===== src/rtl/vga_timing_ctrl_if.sv =====
// Pixel-address bus between the VGA timing controller (master) and the
// registered pixel source (slave). The source returns vga_data a fixed
// number of cycles after it sees an address.
interface vga_timing_ctrl_if;
  logic [9:0]  h_addr;
  logic [9:0]  v_addr;
  logic [23:0] vga_data;

  modport master (
    output h_addr,
    output v_addr,
    input  vga_data
  );

  modport slave (
    input  h_addr,
    input  v_addr,
    output vga_data
  );
endinterface


===== src/rtl/vga_timing_ctrl.sv =====
// VGA raster timing generator. Stage 0 holds the h/v counters and drives the
// pixel address straight to the source. The active/sync/first-pixel flags
// travel through a DATA_LAT-deep delay line so that they meet the returned
// pixel data. An output register then captures the data and the flags on
// the same edge.
module vga_timing_ctrl #(
  parameter int H_DISP   = 640,
  parameter int H_FP     = 16,
  parameter int H_SYNC   = 96,
  parameter int H_BP     = 48,
  parameter int V_DISP   = 480,
  parameter int V_FP     = 10,
  parameter int V_SYNC   = 2,
  parameter int V_BP     = 33,
  parameter int DATA_LAT = 1,
  parameter bit SYNC_POL = 1'b0
) (
  input  logic                clk,
  input  logic                rst,
  vga_timing_ctrl_if.master   pix,
  output logic                vga_hsync,
  output logic                vga_vsync,
  output logic                vga_blank_n,
  output logic [7:0]          vga_r,
  output logic [7:0]          vga_g,
  output logic [7:0]          vga_b,
  output logic                frame_start
);

  localparam int H_TOT = H_DISP + H_FP + H_SYNC + H_BP;
  localparam int V_TOT = V_DISP + V_FP + V_SYNC + V_BP;

  localparam logic [9:0] H_LAST     = 10'(H_TOT - 1);
  localparam logic [9:0] V_LAST     = 10'(V_TOT - 1);
  localparam logic [9:0] H_ACT_END  = 10'(H_DISP);
  localparam logic [9:0] V_ACT_END  = 10'(V_DISP);
  localparam logic [9:0] H_SYNC_BEG = 10'(H_DISP + H_FP);
  localparam logic [9:0] H_SYNC_END = 10'(H_DISP + H_FP + H_SYNC);
  localparam logic [9:0] V_SYNC_BEG = 10'(V_DISP + V_FP);
  localparam logic [9:0] V_SYNC_END = 10'(V_DISP + V_FP + V_SYNC);

  // Flags that describe one raster position; all-zero means blanking, no sync.
  typedef struct packed {
    logic first;
    logic vs;
    logic hs;
    logic act;
  } flags_t;

  logic [9:0] h_cnt_q, h_cnt_d;
  logic [9:0] v_cnt_q, v_cnt_d;
  flags_t     flags_p0;
  flags_t     dly_p1_q [DATA_LAT];
  flags_t     dly_p1_d [DATA_LAT];
  flags_t     flags_p1;

  logic       hsync_q, hsync_d;
  logic       vsync_q, vsync_d;
  logic       blank_n_q, blank_n_d;
  logic [7:0] r_q, r_d;
  logic [7:0] g_q, g_d;
  logic [7:0] b_q, b_d;
  logic       frame_start_q, frame_start_d;

  // ---- stage 0: raster counters and position flags ----

  // Next counter values; the vertical counter steps only at end of line.
  always_comb begin
    h_cnt_d = h_cnt_q + 10'd1;
    v_cnt_d = v_cnt_q;
    if (h_cnt_q == H_LAST) begin
      h_cnt_d = '0;
      v_cnt_d = (v_cnt_q == V_LAST) ? '0 : v_cnt_q + 10'd1;
    end
  end

  // Raster counter registers.
  always_ff @(posedge clk or negedge rst) begin
    if (!rst) begin
      h_cnt_q <= '0;
      v_cnt_q <= '0;
    end else begin
      h_cnt_q <= h_cnt_d;
      v_cnt_q <= v_cnt_d;
    end
  end

  // Decode the current raster position into active/sync/first-pixel flags.
  always_comb begin
    flags_p0.act   = (h_cnt_q < H_ACT_END) && (v_cnt_q < V_ACT_END);
    flags_p0.hs    = (h_cnt_q >= H_SYNC_BEG) && (h_cnt_q < H_SYNC_END);
    flags_p0.vs    = (v_cnt_q >= V_SYNC_BEG) && (v_cnt_q < V_SYNC_END);
    flags_p0.first = (h_cnt_q == '0) && (v_cnt_q == '0);
  end

  // Addresses come straight from the counters and read as 0 in blanking.
  assign pix.h_addr = flags_p0.act ? h_cnt_q : '0;
  assign pix.v_addr = flags_p0.act ? v_cnt_q : '0;

  // ---- stage 1: flag delay line matching the source latency ----

  // Shift the stage-0 flags one slot per cycle.
  always_comb begin
    dly_p1_d[0] = flags_p0;
    for (int i = 1; i < DATA_LAT; i++) begin
      dly_p1_d[i] = dly_p1_q[i-1];
    end
  end

  // Delay-line registers; reset flushes them so no stale pixels leak out.
  always_ff @(posedge clk or negedge rst) begin
    if (!rst) begin
      for (int i = 0; i < DATA_LAT; i++) begin
        dly_p1_q[i] <= '0;
      end
    end else begin
      dly_p1_q <= dly_p1_d;
    end
  end

  assign flags_p1 = dly_p1_q[DATA_LAT-1];

  // ---- stage 2: output register, data and flags captured together ----

  // Blank the colour outside the active area and apply sync polarity.
  always_comb begin
    blank_n_d     = flags_p1.act;
    r_d           = flags_p1.act ? pix.vga_data[23:16] : 8'h00;
    g_d           = flags_p1.act ? pix.vga_data[15:8]  : 8'h00;
    b_d           = flags_p1.act ? pix.vga_data[7:0]   : 8'h00;
    hsync_d       = flags_p1.hs ~^ SYNC_POL;
    vsync_d       = flags_p1.vs ~^ SYNC_POL;
    frame_start_d = flags_p1.first;
  end

  // Output registers; reset drives syncs to their inactive level.
  always_ff @(posedge clk or negedge rst) begin
    if (!rst) begin
      blank_n_q     <= 1'b0;
      r_q           <= '0;
      g_q           <= '0;
      b_q           <= '0;
      hsync_q       <= ~SYNC_POL;
      vsync_q       <= ~SYNC_POL;
      frame_start_q <= 1'b0;
    end else begin
      blank_n_q     <= blank_n_d;
      r_q           <= r_d;
      g_q           <= g_d;
      b_q           <= b_d;
      hsync_q       <= hsync_d;
      vsync_q       <= vsync_d;
      frame_start_q <= frame_start_d;
    end
  end

  assign vga_blank_n = blank_n_q;
  assign vga_r       = r_q;
  assign vga_g       = g_q;
  assign vga_b       = b_q;
  assign vga_hsync   = hsync_q;
  assign vga_vsync   = vsync_q;
  assign frame_start = frame_start_q;

endmodule

===== src/flat_wrapper.sv =====
// flat-port wrapper written by rule: the top's interface ports become plain ports
module vga_timing_ctrl_flat 
#(
  parameter int H_DISP   = 640,
  parameter int H_FP     = 16,
  parameter int H_SYNC   = 96,
  parameter int H_BP     = 48,
  parameter int V_DISP   = 480,
  parameter int V_FP     = 10,
  parameter int V_SYNC   = 2,
  parameter int V_BP     = 33,
  parameter int DATA_LAT = 1,
  parameter bit SYNC_POL = 1'b0
)
  (clk, rst, vga_hsync, vga_vsync, vga_blank_n, vga_r, vga_g, vga_b, frame_start, pix_h_addr, pix_v_addr, pix_vga_data);
  vga_timing_ctrl_if pix_i ();
  input  logic clk;
  input  logic rst;
  output logic vga_hsync;
  output logic vga_vsync;
  output logic vga_blank_n;
  output logic [7:0] vga_r;
  output logic [7:0] vga_g;
  output logic [7:0] vga_b;
  output logic frame_start;
  output wire logic [$bits(pix_i.h_addr)-1:0] pix_h_addr;
  output wire logic [$bits(pix_i.v_addr)-1:0] pix_v_addr;
  input wire logic [$bits(pix_i.vga_data)-1:0] pix_vga_data;
  assign pix_h_addr = pix_i.h_addr;
  assign pix_v_addr = pix_i.v_addr;
  assign pix_i.vga_data = pix_vga_data;
  vga_timing_ctrl #(.H_DISP(H_DISP), .H_FP(H_FP), .H_SYNC(H_SYNC), .H_BP(H_BP), .V_DISP(V_DISP), .V_FP(V_FP), .V_SYNC(V_SYNC), .V_BP(V_BP), .DATA_LAT(DATA_LAT), .SYNC_POL(SYNC_POL)) u_core (.clk(clk), .rst(rst), .pix(pix_i), .vga_hsync(vga_hsync), .vga_vsync(vga_vsync), .vga_blank_n(vga_blank_n), .vga_r(vga_r), .vga_g(vga_g), .vga_b(vga_b), .frame_start(frame_start));
endmodule

===== config.mk =====
export PLATFORM = sky130hd
export DESIGN_NAME = vga_timing_ctrl_flat
export DESIGN_NICKNAME = d
export VERILOG_FILES = /design/src/rtl/vga_timing_ctrl_if.sv /design/src/rtl/vga_timing_ctrl.sv /design/src/flat_wrapper.sv
export SDC_FILE = /design/constraint.sdc
export NUM_CORES = 1
export LEC_CHECK = 0
export CELL_PAD_IN_SITES_DETAIL_PLACEMENT = 2
export CELL_PAD_IN_SITES_GLOBAL_PLACEMENT = 2
export CORE_UTILIZATION = 25
export DETAILED_ROUTE_END_ITERATION = 10
export HOLD_SLACK_MARGIN = 0.1
export PLACE_DENSITY_LB_ADDON = 0.12
export SYNTH_ARGS = -nofsm -noshare
export SYNTH_HDL_FRONTEND = slang
export SYNTH_SLANG_ARGS = --single-unit

===== constraint.sdc =====
create_clock -name clk -period 1.5 [get_ports clk]
set_input_delay 0.3 -clock clk [delete_from_list [all_inputs] [get_ports clk]]
set_output_delay 0.3 -clock clk [all_outputs]
set_load 0.02 [all_outputs]

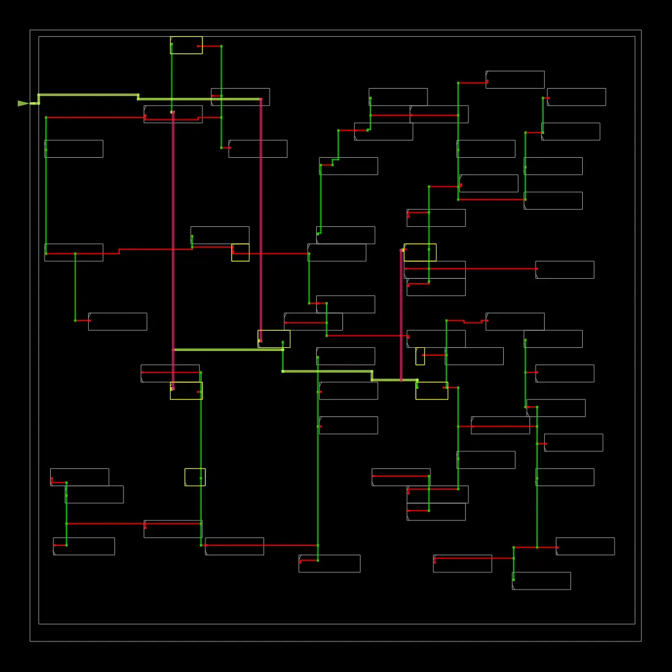
**Above:** run 1 (clock routing).
clk ins delay skew pair: 320 ps
# clk buffers: 6

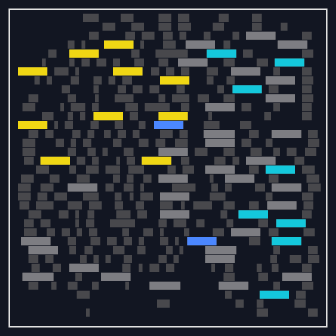
**Above:** run 1 (sequential cells grouped by signal name).
Other sequential cells in the stronger grey, the rest of the logic in the fainter grey.
Yellow is u_core.v_cnt_q, placed flops 10. Cyan is u_core.vga_g, placed flops 8. Blue is u_core.dly_p1_q, placed flops 2.
Another 32 sequential cells are not coloured.
fraction of area in registers: 0.3454
Final Util: 0.4358
Seq. pwr: 1.44 mW

==> metrics.csv, run 1 <==
metric;value;unit
root_buffer;clkbuf_8;
crit_path_max_incr_delay;400;ps
arrival;1660;ps
common_cells;dfrtp_1 (50), and2_1 (45), nand2_1 (12);
synth.cell_area;2220;um^2
drt-initial-drc-count;66;
total_power;2.497;mW
startpoint_type;flip-flop;
whs;370.2;ps
comb-cell-share;0.2623;
clk_pin_slew;100;ps
ys.flops;52;
cts_max_level;2;
buf_share;0.3252;
clock-sinks;52;
worstSetupEndpoint;pix_h_addr[7];
setup_tns;-8418;ps
drt-total-wl;7.520;mm
clkCellAreaFrac;0.02349;
setup_slack;-461.9;ps
core;8678;um^2
crit_type;flip-flop to output pin;
clk-power;846;uW
hold_path_class;flip-flop to flip-flop;
numCtsBuffers;5;
ff_count;52;
finClkSkew;10.17;ps
power_switching;623.1;uW
rsz0062_at_grt;true;
logic_gates;131;
final_hold_viol_count;0;
postSynthCellCount;199;
cts_tree;yes;
dpl_cell_area;3377;um^2
area_leaders;dfrtp_1 (56%), and2_1 (13%), dfstp_2 (2.4%);
dp_hpwl;4.932;mm
wl_met1;3.206;mm
critPathCaptureType;output pin;
grt_util_met1;0.2121;
grt_overflow;0;
tool_warnings;31;
yosys_cells;199;
worstPathRequired;1200;ps
finalSetupViolCount;30;
port_buffers;72;
vias;1980;
drv_cap;0;
syn_nets;229;
timing.rr.start;u_core.v_cnt_q[6];
grtUsageTotal;0.1766;
outcome;finished, violations left;
cp_slowest_cell;dfrtp_1;
grt_pass1_wl;11.95;mm
finalMaxSlewViolations;0;
io_pins;74;
p_comb;211;uW
busiest_layer;met2;
grt_pass1_vias;2241;
pwr-share-comb;0.084;
top_regs;u_core.h_cnt_q (10), u_core.v_cnt_q (10);
leakagePower;1.780;nW
violations;setup timing;
top_layer;met4;
synth_area_per_cell;11.15;um^2
grt_use_met2;0.3109;
ys_sh_adder;0.02255;
power_density;660.1;nW/um^2
cts_resized;170;
cell_internal_pwr;1.874;mW
largest_class;registers;
drive_gt1_frac;0.3988;
syn2layout_area_growth;70.41;%
synth-simple-area-share;0.2537;
nets;360;
cpLargestDelayFamily;simple AND/OR/NAND/NOR gates;
crit_top_cell;and3_4;
crit_chain;and3_4 > nand2_4 > and3_4 > buf_8 > and2_4 > buf_6;
synth_top_flop_cell;dfrtp_1;
synthXorXnorAreaFrac;0.03551;
initial_core_util;0.2558;
cts_hold_buf;1;
ys_chip_area;2220;um^2
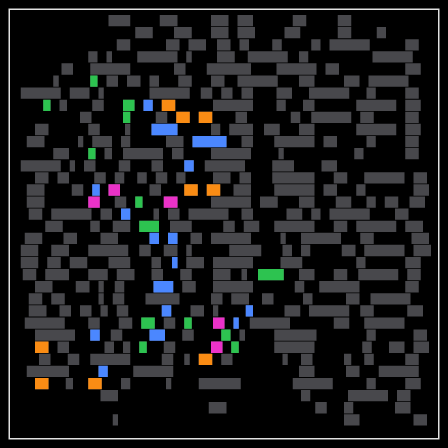
**Above:** run 1 (selected gate families).
Green is aoi and oai cells, cells 13. Orange is xor and xnor cells, cells 9. Blue is nor cells, cells 16. Magenta is non-inverting ao/oa cells, cells 5.

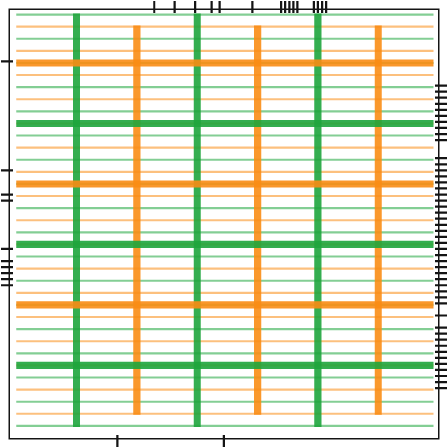
**Above:** run 1 (floorplan with the power grid).
Pins as bars on the die edge.
Green is VSS. Orange is VDD.
6 straps on met4. The core has 34 rows. 35 met1 rails follow the rows.
Max VDD drop: 0.0002839 V
die y size: 96.23 um

==> inputs of run 2 (changes only) <==
--- a/config.mk
+++ b/config.mk
@@ -7,7 +7,8 @@
 export LEC_CHECK = 0
 export CELL_PAD_IN_SITES_DETAIL_PLACEMENT = 2
 export CELL_PAD_IN_SITES_GLOBAL_PLACEMENT = 2
-export CORE_UTILIZATION = 25
+export CORE_UTILIZATION = 26
+export CTS_BUF_LIST = sky130_fd_sc_hd__clkbuf_4
 export DETAILED_ROUTE_END_ITERATION = 10
 export HOLD_SLACK_MARGIN = 0.1
 export PLACE_DENSITY_LB_ADDON = 0.12
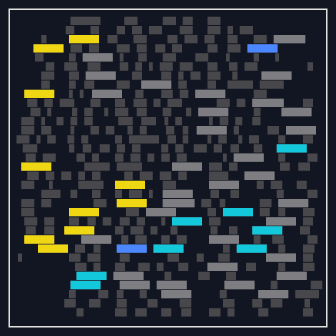
**Above:** run 2 (sequential cells grouped by signal name).
Other sequential cells in the stronger grey, the rest of the logic in the fainter grey.
Cyan is u_core.vga_g, placed flops 8. Blue is u_core.dly_p1_q, placed flops 2. Yellow is u_core.v_cnt_q, placed flops 10.
Final Util: 0.4641
fraction of area in registers: 0.3405
Flop area: 1305 um^2

==> run 2 against run 1 <==
  * First-iteration DRC count down 17%
  * The flow still finishes with violations (setup timing)
  * Critical path type unchanged
  * Combinational power about the same
  * Sequential share of layout area shrank 0.48 points
  * Worst hold slack got worse by 9.8 ps
  * Setup slack improved by 53 ps
  * Synthesized cell count unchanged
  * Critical endpoint is now pix_v_addr[4]
==> metrics.csv, run 2 <==
metric;value;unit;change
whs;360.4;ps;-9.834 ps
worstSetupEndpoint;pix_v_addr[4];;
worstPathRequired;1200;ps;about the same
vias;2016;;+1.8%
cell_internal_pwr;1.731;mW;-7.6%
root_buffer;clkbuf_4;;
area_leaders;dfrtp_1 (56%), and2_1 (13%), dfstp_2 (2.4%);;
pwr-share-comb;0.090;;+0.006
hold_path_class;flip-flop to flip-flop;;
drt-total-wl;8.068;mm;+7.3%
p_comb;211;uW;about the same
cpLargestDelayFamily;simple AND/OR/NAND/NOR gates;;
busiest_layer;met2;;
finalSetupViolCount;33;;+10%
numCtsBuffers;5;;unchanged
common_cells;dfrtp_1 (50), and2_1 (45), nand2_1 (12);;
dp_hpwl;4.749;mm;-3.7%
synthXorXnorAreaFrac;0.03551;;unchanged
clock-sinks;52;;unchanged
arrival;1610;ps;-50 ps
ys_sh_adder;0.02255;;unchanged
rsz0062_at_grt;true;;
violations;setup timing;;
synth_area_per_cell;11.15;um^2;unchanged
port_buffers;72;;unchanged
grt_util_met1;0.2118;;-0.0002465
total_power;2.329;mW;-6.7%
setup_slack;-409.2;ps;+52.68 ps
clkLatencyLatePin;380;ps;+60 ps
cts_hold_buf;1;;unchanged
crit_chain;and3_4 > nand2_4 > and3_4 > and2_4 > buf_6;;
clkCellAreaFrac;0.01534;;-0.008142
wl_met1;3.396;mm;+5.9%
drive_gt1_frac;0.4260;;+0.02719
grt_pass1_wl;11.78;mm;-1.4%
outcome;finished, violations left;;
crit_top_cell;and3_4;;
io_pins;74;;unchanged
grt_overflow;0;;unchanged
clk-power;677;uW;-20%
drv_cap;0;;unchanged
tool_warnings;31;;unchanged
finClkSkew;17.91;ps;+7.738 ps
pg_seq;1.44;mW;about the same
synth-simple-area-share;0.2537;;unchanged
fp.dieH;94.40;um;-1.9%
grtUsageTotal;0.1794;;+0.002792
synth_top_flop_cell;dfrtp_1;;
syn2layout_area_growth;72.66;%;
clkbuf_count;5;;-1
irDropWorstVdd;0.0002906;V;+2.4%
cts_tree;yes;;
dpl_cell_area;3361;um^2;-0.48%
syn_nets;229;;unchanged
top_layer;met4;;
cts_resized;180;;+5.9%
startpoint_type;flip-flop;;
crit_path_max_incr_delay;430;ps;+30 ps
top_regs;u_core.h_cnt_q (10), u_core.v_cnt_q (10);;
cts_max_level;2;;unchanged
nets;360;;unchanged
setup_tns;-8678;ps;-259.4 ps
critPathCaptureType;output pin;;
largest_class;registers;;
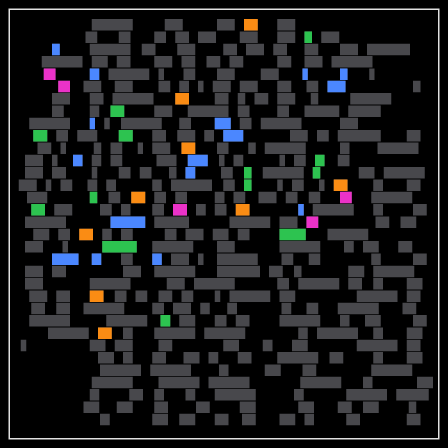
**Above:** run 2 (selected gate families).
Orange is xor and xnor cells, cells 9. Green is aoi and oai cells, cells 13. Blue is nor cells, cells 16. Magenta is non-inverting ao/oa cells, cells 5.
combinational share of cell area: 0.2811
final cell count without fillers: 436

Power and IR drop assume default switching activity.
